File: config.mk
export PLATFORM = sky130hd
export DESIGN_NAME = dwa_element_selector_flat
export DESIGN_NICKNAME = d
export VERILOG_FILES = /design/src/rtl/lib_switchblock_pkg.sv /design/src/rtl/dwa_element_selector_if.sv /design/src/rtl/dwa_thermo_rotate.sv /design/src/rtl/dwa_element_selector.sv /design/src/flat_wrapper.sv
export SDC_FILE = /design/constraint.sdc
export NUM_CORES = 1
export LEC_CHECK = 0
export ABC_CLOCK_PERIOD_IN_PS = 1500
export CORE_ASPECT_RATIO = 0.6
export CORE_MARGIN = 10
export CORE_UTILIZATION = 44
export DETAILED_ROUTE_END_ITERATION = 12
export PLACE_DENSITY_LB_ADDON = 0.25
export REMOVE_ABC_BUFFERS = 1
export SLEW_MARGIN = 20
export SYNTH_ARGS = -nofsm -noshare
export SYNTH_HDL_FRONTEND = slang
export SYNTH_SLANG_ARGS = --single-unit
export TNS_END_PERCENT = 100
File: constraint.sdc
create_clock -name clk_i -period 1.5 [get_ports clk_i]
set_input_delay 0.3 -clock clk_i [delete_from_list [all_inputs] [get_ports clk_i]]
set_output_delay 0.3 -clock clk_i [all_outputs]
set_load 0.01 [all_outputs]
File: src/rtl/lib_switchblock_pkg.sv
// ============================================================================
// Module  : lib_switchblock_pkg
// Brief   : Shared constants and types for the DAC switch-block library.
// Rev     : 1.0  initial DWA element-selector additions
// ============================================================================
`default_nettype none

package lib_switchblock_pkg;

  localparam int OUTPUT_WIDTH = 3;
  localparam int NUM_ELEMENTS = 2 ** OUTPUT_WIDTH;

  typedef logic [NUM_ELEMENTS-1:0] elem_vec_t;

  localparam logic [7:0] DWA_LFSR_SEED = 8'hA5;
  // Fibonacci taps 8,6,5,4 expressed as bit positions 7,5,4,3
  localparam logic [7:0] DWA_LFSR_TAPS = 8'hB8;

endpackage

`default_nettype wire

File: src/rtl/dwa_element_selector_if.sv
// ============================================================================
// Module  : dwa_element_selector_if
// Brief   : Code-in / element-enable-out bundle for the DWA element selector.
// Rev     : 1.0  initial release
// ============================================================================
`default_nettype none

interface dwa_element_selector_if #(
  parameter int OUTPUT_WIDTH = 3,
  parameter int NUM_ELEMENTS = 2 ** OUTPUT_WIDTH
);

  logic [OUTPUT_WIDTH-1:0] code_i;
  logic                    code_valid_i;
  logic                    mode_i;
  logic [NUM_ELEMENTS-1:0] elem_en_o;
  logic                    elem_valid_o;
  logic [OUTPUT_WIDTH-1:0] ptr_o;

  modport master (
    output code_i, code_valid_i, mode_i,
    input  elem_en_o, elem_valid_o, ptr_o
  );

  modport slave (
    input  code_i, code_valid_i, mode_i,
    output elem_en_o, elem_valid_o, ptr_o
  );

endinterface

`default_nettype wire

File: src/rtl/dwa_thermo_rotate.sv
// ============================================================================
// Module  : dwa_thermo_rotate
// Brief   : Combinational k-ones mask starting at start_i, wrapping at the top.
// Rev     : 1.0  initial release
// ============================================================================
`default_nettype none

module dwa_thermo_rotate #(
  parameter int OUTPUT_WIDTH = 3,
  parameter int NUM_ELEMENTS = 2 ** OUTPUT_WIDTH
) (
  input  logic [OUTPUT_WIDTH-1:0] k_i,
  input  logic [OUTPUT_WIDTH-1:0] start_i,
  output logic [NUM_ELEMENTS-1:0] mask_o
);

  localparam int W2 = 2 * NUM_ELEMENTS;
  localparam logic [W2-1:0] c_one = {{(W2-1){1'b0}}, 1'b1};

  logic [W2-1:0] w_ones;
  logic [W2-1:0] w_shift;

  // Shift in a double-width field, then fold the overflow back onto bit 0.
  always_comb begin
    w_ones  = (c_one << k_i) - c_one;
    w_shift = w_ones << start_i;
    mask_o  = w_shift[NUM_ELEMENTS-1:0] | w_shift[W2-1:NUM_ELEMENTS];
  end

endmodule

`default_nettype wire

File: src/rtl/dwa_element_selector.sv
// ============================================================================
// Module  : dwa_element_selector
// Brief   : DWA / static-thermometer unit-element selector; optional pointer
//           dither compiled in with macro DWA_DITHER_EN.
// Rev     : 1.0  initial release
// ============================================================================
`default_nettype none

module dwa_element_selector #(
  parameter int OUTPUT_WIDTH = 3,
  parameter int NUM_ELEMENTS = 2 ** OUTPUT_WIDTH
) (
  input  logic                   clk_i,
  input  logic                   rst_i,
  dwa_element_selector_if.slave  bus
);

  import lib_switchblock_pkg::*;

  logic [NUM_ELEMENTS-1:0] elem_en_q;
  logic [NUM_ELEMENTS-1:0] elem_en_d;
  logic                    elem_valid_q;
  logic [OUTPUT_WIDTH-1:0] ptr_q;
  logic [OUTPUT_WIDTH-1:0] ptr_d;
  logic [OUTPUT_WIDTH-1:0] w_start;
  logic [OUTPUT_WIDTH-1:0] w_step;
  logic [NUM_ELEMENTS-1:0] w_mask;

  assign w_start = bus.mode_i ? '0 : ptr_q;

  dwa_thermo_rotate #(
    .OUTPUT_WIDTH (OUTPUT_WIDTH),
    .NUM_ELEMENTS (NUM_ELEMENTS)
  ) u_rotate (
    .k_i     (bus.code_i),
    .start_i (w_start),
    .mask_o  (w_mask)
  );

`ifdef DWA_DITHER_EN
  logic [7:0] lfsr_q;

  always_ff @(posedge clk_i or posedge rst_i) begin
    if (rst_i) begin
      lfsr_q <= DWA_LFSR_SEED;
    end else if (bus.code_valid_i) begin
      lfsr_q <= {lfsr_q[6:0], ^(lfsr_q & DWA_LFSR_TAPS)};
    end
  end

  // A zero code never moves the pointer, dither or not.
  assign w_step = (bus.code_i != '0) ? {{(OUTPUT_WIDTH-1){1'b0}}, lfsr_q[0]} : '0;
`else
  assign w_step = '0;
`endif

  always_comb begin
    elem_en_d = elem_en_q;
    ptr_d     = ptr_q;
    if (bus.code_valid_i) begin
      elem_en_d = w_mask;
      if (!bus.mode_i) begin
        ptr_d = ptr_q + bus.code_i + w_step;
      end
    end
  end

  always_ff @(posedge clk_i or posedge rst_i) begin
    if (rst_i) begin
      elem_en_q    <= '0;
      elem_valid_q <= 1'b0;
      ptr_q        <= '0;
    end else begin
      elem_en_q    <= elem_en_d;
      elem_valid_q <= bus.code_valid_i;
      ptr_q        <= ptr_d;
    end
  end

  assign bus.elem_en_o    = elem_en_q;
  assign bus.elem_valid_o = elem_valid_q;
  assign bus.ptr_o        = ptr_q;

endmodule

`default_nettype wire

File: src/flat_wrapper.sv
// flat-port wrapper written by rule: the top's interface ports become plain ports
module dwa_element_selector_flat import lib_switchblock_pkg::*;
#(
  parameter int OUTPUT_WIDTH = 3,
  parameter int NUM_ELEMENTS = 2 ** OUTPUT_WIDTH
)
  (clk_i, rst_i, bus_code_i, bus_code_valid_i, bus_mode_i, bus_elem_en_o, bus_elem_valid_o, bus_ptr_o);
  dwa_element_selector_if #(.OUTPUT_WIDTH(OUTPUT_WIDTH), .NUM_ELEMENTS(NUM_ELEMENTS)) bus_i ();
  input  logic clk_i;
  input  logic rst_i;
  input wire logic [$bits(bus_i.code_i)-1:0] bus_code_i;
  input wire logic [$bits(bus_i.code_valid_i)-1:0] bus_code_valid_i;
  input wire logic [$bits(bus_i.mode_i)-1:0] bus_mode_i;
  output wire logic [$bits(bus_i.elem_en_o)-1:0] bus_elem_en_o;
  output wire logic [$bits(bus_i.elem_valid_o)-1:0] bus_elem_valid_o;
  output wire logic [$bits(bus_i.ptr_o)-1:0] bus_ptr_o;
  assign bus_i.code_i = bus_code_i;
  assign bus_i.code_valid_i = bus_code_valid_i;
  assign bus_i.mode_i = bus_mode_i;
  assign bus_elem_en_o = bus_i.elem_en_o;
  assign bus_elem_valid_o = bus_i.elem_valid_o;
  assign bus_ptr_o = bus_i.ptr_o;
  dwa_element_selector #(.OUTPUT_WIDTH(OUTPUT_WIDTH), .NUM_ELEMENTS(NUM_ELEMENTS)) u_core (.clk_i(clk_i), .rst_i(rst_i), .bus(bus_i));
endmodule
Figure 1. Sequential cells colored by netlist name (run 1).
Other sequential cells in the stronger gray, the rest of the logic in the fainter gray.
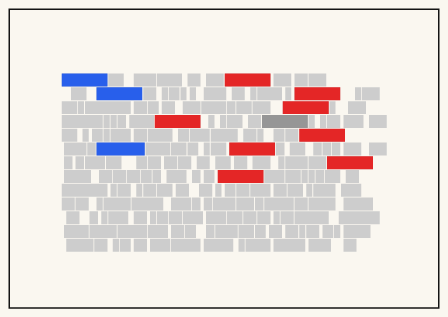
red -> u_core.bus.elem_en_o  # placed flops 8
blue -> u_core.bus.ptr_o  # placed flops 3
not colored = 1

Figure 2. Clock wiring as the flow saved it (run 1).
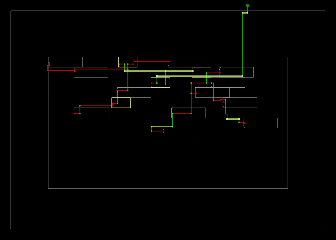
TritonCTS buffer count: 3
clk latency late pin: 240 ps
Setup Skew: 0.798 ps

==> impl_metrics.json, run 1 <==
{
  "outcome": "complete, but fails checks",
  "violations": "setup timing",
  "swShare": 0.394,
  "drc": 0,
  "ff_type": "dfrtp_1",
  "edf_count": 0,
  "combPwrFrac": 0.596,
  "worst_slew_pin_slew_ps": 502,
  "die_h_um": 58.7,
  "cts_sinks": 12,
  "synthArstFlopShare": 1.00,
  "cp_data_required_time_ps": 1650,
  "preCtsSetupSlack_ps": -996,
  "area_leaders": "dfrtp_1 27%, a21oi_1 5.5%, nor2_1 4.4%, nand2_1 4.1%, inv_1 3.8%",
  "grt_start_max_net_pins": 14,
  "aoi_share": 0.259,
  "syn_area_um2": 1100,
  "drt_iter0_markers": 130,
  "gp_congestion": 0.953,
  "synth_area_per_cell_um2": 7.91,
  "finalHoldViolations": 0,
  "r2r_slack_ps": -150,
  "synth_flops": 12,
  "final.min_clock_period_ps": 1720,
  "p_per_area_nw_per_um2": 1140,
  "yosys_cells": 139,
  "holdWs_ps": 387,
  "ys_sh_mux": 0.0375,
  "fin_crit_sh": 1.15,
  "cts_tree": "done",
  "grt_first_pass_wirelength_um": 6480,
  "cts_root_buffer": "clkbuf_8",
  "dp_hpwl_um": 2840,
  "finalNetCount": 210,
  "synthCells": 139,
  "yosys.cell_types.count": 44,
  "worst_slack_ps": -218,
  "p_leak_nw": 0.840,
  "setup_viol": 8,
  "top_cell": "nor2_1",
  "ys_warn_count": 0,
  "cap_violations": 0,
  "r2r_start": "u_core.bus.ptr_o[0]",
  "xor_area_frac": 0.0319,
  "yosysSeqAreaShare": 0.273,
  "cp_common_cell": "buf_6",
  "arrival_ps": 1870,
  "crit_path_end_kind": "register",
  "slew_headroom": 0.665,
  "core-area_um2": 2280,
  "post-synth-top-area-cell": "dfrtp_1",
  "warnings": 27,
  "yosys_area_um2": 1100,
  "total_power_mw": 2.22,
  "start_kind": "input pin",
  "viasPerCell": 6.30,
  "cts.path.max_buffers": 2,
  "common_cells": "13 x nor2_1, 12 x a21oi_1, 12 x dfrtp_1, 12 x nand2_1, 11 x inv_1",
  "die_w_um": 84.5,
  "slowest_delay_ps": 320,
  "ant_nets": 0,
  "cp_max_fo": 5,
  "path_class": "in -> reg",
  "synthTopLogicFamily": "AND-OR/OR-AND gates",
  "synth.top_cell.area_share": 0.273,
  "dr.pass1.iters": 4,
  "hp-class": "in -> async"
}
Figure 3. Routed metal, one color a layer (run 1).
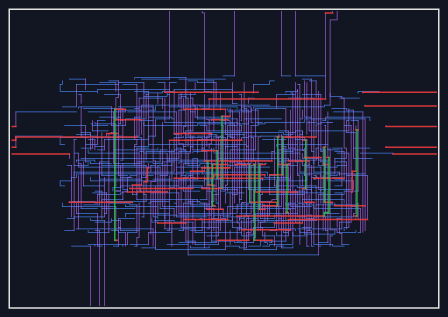
red -> M3  # wire length 420 um
green -> M4  # wire length 170 um
purple -> M2  # wire length 2150 um
blue -> M1  # wire length 1920 um
via count: 1436
WL final: 4650 um
DR WL/cell: 20.4 um

Figure 4. I/O pins on the die edge (run 1).
Pins as bars across the die edge, other pins in gray.
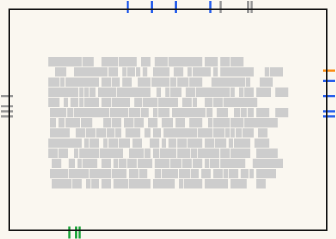
orange -> rst_i  # pins 1, direction input, edge right
green -> bus_code_i  # pins 3, direction input, edge bottom
blue -> bus_elem_en_o  # pins 8, direction output, edge 4 right, 4 top
all pins by edge = 7 top, 5 right, 4 left, 3 bottom

## run 1: per-stage QoR
step	cells	cell area [um2]
final	228	1940
after global routing	228	1940
after CTS	224	1750
after detailed placement	212	1510
after global placement	212	1510
after floorplan	129	1030
## run 1: flip-flops by register name, indices dropped and copies added, names as in the netlist
register and cells:
u_core.bus.elem_en_o 8, u_core.bus.elem_valid_o 1, u_core.bus.ptr_o 3
## run 1: power groups by stage
stage                     logic, mW  registers, mW  clock network [mW]
after detailed placement       1.03          0.528                   0
after global routing           1.41          0.542               0.391
after floorplan               0.406          0.580                   0
after global placement        0.999          0.525                   0
after CTS                      1.13          0.527               0.358
final                          1.32          0.534               0.362
## run 1: critical path, delay by kind of cell
| family | cells | cell delay (ps) |
|---|---|---|
| AND/OR/NAND/NOR | 2 | 170 |
| multiplexers | 1 | 90 |
| adder cells (fa/ha/maj) | 1 | 180 |
| AND-OR/OR-AND | 2 | 580 |
| buffers and inverters | 5 | 540 |
## run 1: worst max-delay path by stage
stage                        from  depth (start not counted)                 endpoint  slack, ps
CTS                 bus_code_i[2]                         10  u_core.bus.elem_en_o[5]       -160
detailed placement  bus_code_i[2]                          9  u_core.bus.elem_en_o[5]      -1000
global placement    bus_code_i[2]                         10  u_core.bus.elem_en_o[1]       -900
floorplan           bus_code_i[2]                          8  u_core.bus.elem_en_o[1]       -410
finish              bus_code_i[0]                         11  u_core.bus.elem_en_o[5]       -220
global route        bus_code_i[1]                         10  u_core.bus.elem_en_o[3]       -290
## run 1: layout make-up
class,instances,area (um2)
multi-input cells,105,921
flip-flops and latches,12,302
well taps,30,37.5
clock buffers,4,55.1
fillers,122,338
inverters,12,45.0
repair buffers,65,579
## run 1: cell families (layout without fill, tap and decap cells)
family	count (synthesis)	count (layout)
simple gates	52	52
compound gates	41	41
buf+inv	22	81
flops	12	12
fa+ha+maj	4	4
xor+xnor	4	4
mux	4	4
## run 1: metal layers
layer,vias up,track usage,share of wire
li1,612,-,-
met1,685,0.191,0.41
met2,109,0.253,0.46
met3,30,0.0522,0.090
met4,0,0.0794,0.037
met5,-,0,0
## run 1: cell usage in the layout (no fill, tap or decap), drive strengths merged, types with 2 or more instances in the layout
master,count
and3,3
dlygate4sd2,3
inv,12
nor2,14
nor3,4
a211oi,2
a21oi,12
o2bb2ai,2
ha,3
a221oi,2
xnor2,3
o21ai,7
o211ai,4
nand3,5
dfrtp,12
buf,50
nand2,12
clkbuf,5
mux2i,3
a31oi,2
clkdlybuf4s50,9
a221o,2
dlymetal6s2s,2
o221ai,3
nor2b,5
and2,3
nand2b,3
## run 1: what timing repair did
action / 4_1_cts / 5_1_grt
setup buffers: 7 / 4
cloned: 1 / 0
pin swaps: 15 / 18
hold buffers: 0 / 0
endpoints found under the setup margin: 13 / 11
resized: 49 / 39
Figure 5. Selected gate families (run 1).
Bar = 20 um.
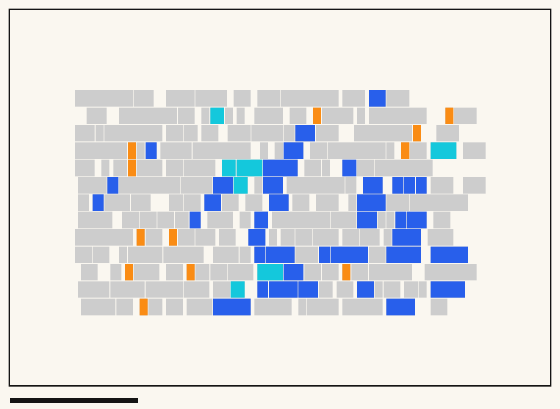

--- run 2 (diff from run 1) ---
CELL_PAD_IN_SITES_DETAIL_PLACEMENT = 0   (was unset)
CELL_PAD_IN_SITES_GLOBAL_PLACEMENT = 1   (was unset)
CORE_UTILIZATION = 34   (was 44)
Figure 6. Selected gate families (run 2).
Bar = 20 um.
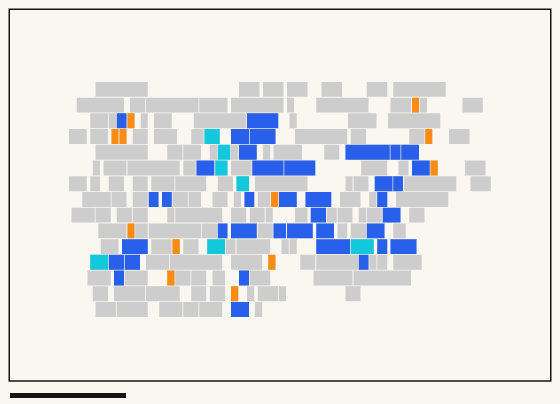
orange -> inv cells  # cells 12, most used inv_1
cyan -> and/or cells  # cells 7, most used and3_1, where middle
blue -> aoi and oai cells  # cells 38, most used a21oi_1
most common logic cell in the routed design: buf_4
logic share of the area: 0.487
non-filler instance count after layout: 233

Figure 7. Routed metal, one color a layer (run 2).
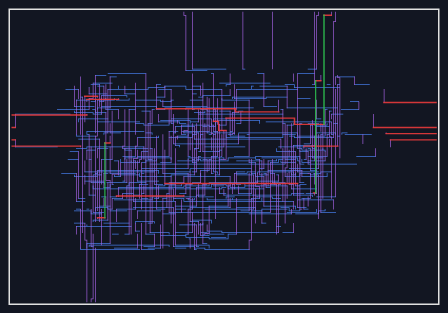
red -> M3  # wire length 200 um
purple -> M2  # wire length 1770 um
blue -> M1  # wire length 1690 um
green -> M4  # wire length 64.6 um
WL final: 3730 um
All-Layer GR Usage: 0.113
via count: 1247

Figure 8. Sequential cells colored by netlist name (run 2).
Other sequential cells in the stronger gray, the rest of the logic in the fainter gray.
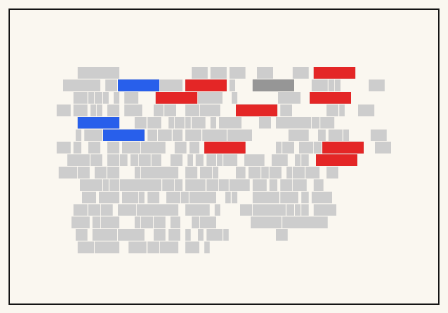
blue -> u_core.bus.ptr_o  # placed flops 3
red -> u_core.bus.elem_en_o  # placed flops 8
not colored = 1

==> run 2 against run 1 <==
  * The flow still finishes with violations (setup timing)
  * Utilization fell by 21 points
  * Largest power group unchanged
  * Clock-buffer cell count fell by 1
  * Combinational power fell by 5%
  * Sequential cell count did not move
  * Critical path depth fell by 2
  * Clock power fell by 18%
  * Highest routed layer unchanged
  * Clock skew rose by 3.4 ps
==> impl_metrics.json, run 2 <==
{
  "fin_area_um2": 1910,
  "finalHoldViolations": 0,
  "core_util_floorplan": 0.369,
  "n_fill_cell": 233,
  "common_cells": "13 x nor2_1, 12 x a21oi_1, 12 x dfrtp_1, 12 x nand2_1, 11 x inv_1",
  "core-area_um2": 2980,
  "warnings": 27,
  "die_h_um": 64.1,
  "cts.path.max_buffers": 2,
  "cp_max_fo": 13,
  "path_class": "in -> reg",
  "timing.fmax_mhz": 613,
  "synth_area_per_cell_um2": 7.91,
  "grt_start_max_net_pins": 14,
  "fin_crit_sh": 1.09,
  "antenna_found_initial": 0,
  "top_usage_layer": "met2",
  "slowest_delay_ps": 290,
  "use_met1": 0.143,
  "total_power_mw": 2.05,
  "start_kind": "input pin",
  "worstPathCellList": "buf_6, buf_6, nand3_2, inv_2, ha_4, mux2_4, o21ai_2, a31oi_4, a211oi_2",
  "fin_skew_ps": 4.20,
  "yosys_area_um2": 1100,
  "cts_buffers": 3,
  "crit_path_end_kind": "register",
  "viasPerCell": 5.35,
  "cts_root_buffer": "clkbuf_8",
  "synth_flops": 12,
  "arrival_ps": 1770,
  "cap_violations": 0,
  "lay_top_cells": "32 x buf_4, 12 x dfrtp_1, 11 x nor2_1, 10 x nand2_1, 10 x clkdlybuf4s50_1",
  "hp-class": "in -> async",
  "cts_sinks": 12,
  "drive_gt1_frac": 0.492,
  "grt_overflow": 0,
  "cts_hold_buf": 0,
  "dp_hpwl_um": 2630,
  "outcome": "complete, but fails checks",
  "gp_congestion": 0.861,
  "synth.top_cell.area_share": 0.273,
  "rows": 15,
  "p_leak_nw": 0.811,
  "slew_violations": 0,
  "cp_top_family": "AND-OR/OR-AND gates",
  "grt_pass1_vias": 1206,
  "ys_warn_count": 0,
  "grt_util_met2": 0.174,
  "dr.pass1.iters": 4,
  "cts_tree": "done",
  "worst_slew_pin_slew_ps": 472,
  "cp_common_cell": "buf_6",
  "postPlaceCellArea_um2": 1510,
  "use_met3": 0.0420,
  "cp_num_buf_inv": 3,
  "preCtsSetupSlack_ps": -910,
  "yosysSeqAreaShare": 0.273,
  "peakVddDrop_mv": 0.762,
  "htree_levels": 1,
  "edf_count": 0,
  "p_per_area_nw_per_um2": 1080,
  "dp_cells": 220,
  "die_area_um2": 5980,
  "post-synth-top-area-cell": "dfrtp_1",
  "ant_nets": 0,
  "finalNetCount": 204,
  "final.min_clock_period_ps": 1630,
  "setup_viol": 9,
  "area_growth_pct": 73.4,
  "insertedDiodeCount": 0,
  "largest_register_ff_count": 8,
  "grt_first_pass_wirelength_um": 5570,
  "yosys.cell_types.count": 44,
  "cts.clk_slew.worst_paths_ps": 50,
  "slew_headroom": 0.685,
  "avgRoutedWirePerCell_um": 16.0,
  "synthArstFlopShare": 1.00,
  "ff_type": "dfrtp_1",
  "crit_slowest_cell": "mux2_4",
  "drt_iter0_markers": 76,
  "clk_latency_ps": 240,
  "top_cell": "nor2_1",
  "rsz0062_at_grt": "yes",
  "yosys_cells": 139,
  "syn_area_um2": 1100,
  "synthCells": 139,
  "io_buffers": 18,
  "die_w_um": 93.4,
  "worst_slack_ps": -130,
  "violations": "setup timing",
  "drc": 0,
  "area_leaders": "dfrtp_1 27%, a21oi_1 5.5%, nor2_1 4.4%, nand2_1 4.1%, inv_1 3.8%",
  "io_pins": 19,
  "cp_data_required_time_ps": 1640
}
-- run 2: cells by family after synthesis --
family                   count (synthesis)  share of synthesized area
flip-flops                              12                      0.273
AND-OR/OR-AND                           41                      0.259
AND/OR/NAND/NOR                         52                      0.245
adder cells (fa/ha/maj)                  4                     0.0523
XOR/XNOR                                 4                     0.0319
multiplexers                             4                     0.0375
buffers and inverters                   22                      0.101
-- run 2: repair_timing --
| item | 4_1_cts | 5_1_grt |
|---|---|---|
| gates cloned | 0 | 0 |
| setup buffers | 6 | 4 |
| resized | 49 | 36 |
| endpoints found under the setup margin | 13 | 9 |
| hold endpoints to repair | 0 | 0 |
| pin swaps | 23 | 21 |
-- run 2: path summary, 6_finish.rpt --
path                                          start                       to  slack (ps)  cells past startpoint
worst max-delay path                  bus_code_i[2]  u_core.bus.elem_en_o[6]        -130                      9
worst min register to register  u_core.bus.ptr_o[2]      u_core.bus.ptr_o[2]         550                      1
min in group clk_i                 bus_code_valid_i  u_core.bus.elem_en_o[1]         470                      2
worst max register to register  u_core.bus.ptr_o[1]  u_core.bus.elem_en_o[6]         -90                      6
worst min-delay path                          rst_i  u_core.bus.elem_en_o[7]         370                      2
max in group asynchronous                     rst_i  u_core.bus.elem_en_o[3]         810                      2
-- run 2: report_power, final --
part / switching [mW] / internal [mW]
logic: 0.591 / 0.655
registers: 0.0791 / 0.434
clock network: 0.119 / 0.177
-- run 2: routing by layer --
| metal | wire (um) | vias to the layer above |
|---|---|---|
| met4 | 64 | 0 |
| met2 | 1770 | 30 |
| li1 | - | 601 |
| met3 | 200 | 6 |
| met1 | 1690 | 610 |
| met5 | 0 | - |
-- run 2: cell type report --
class / instances / area [um2] / area share
Tap cell: 42 / 52.6 / 0.0276
Multi-Input combinational cell: 105 / 928 / 0.487
Inverter: 12 / 45.0 / 0.0236
Timing Repair Buffer: 59 / 539 / 0.283
Clock buffer: 3 / 41.3 / 0.0217
Sequential cell: 12 / 300 / 0.157
-- run 2: metrics by stage --
step	util	hold slack [ps]	setup TNS, ps
global route	0.639	423	-1420
global placement	0.506	546	-7470
floorplan	-	165	-2500
detailed placement	0.506	539	-7970
finish	0.639	370	-653
CTS	0.582	385	-450
Power figures rest on the tool's default switching activity, not on a simulated workload.
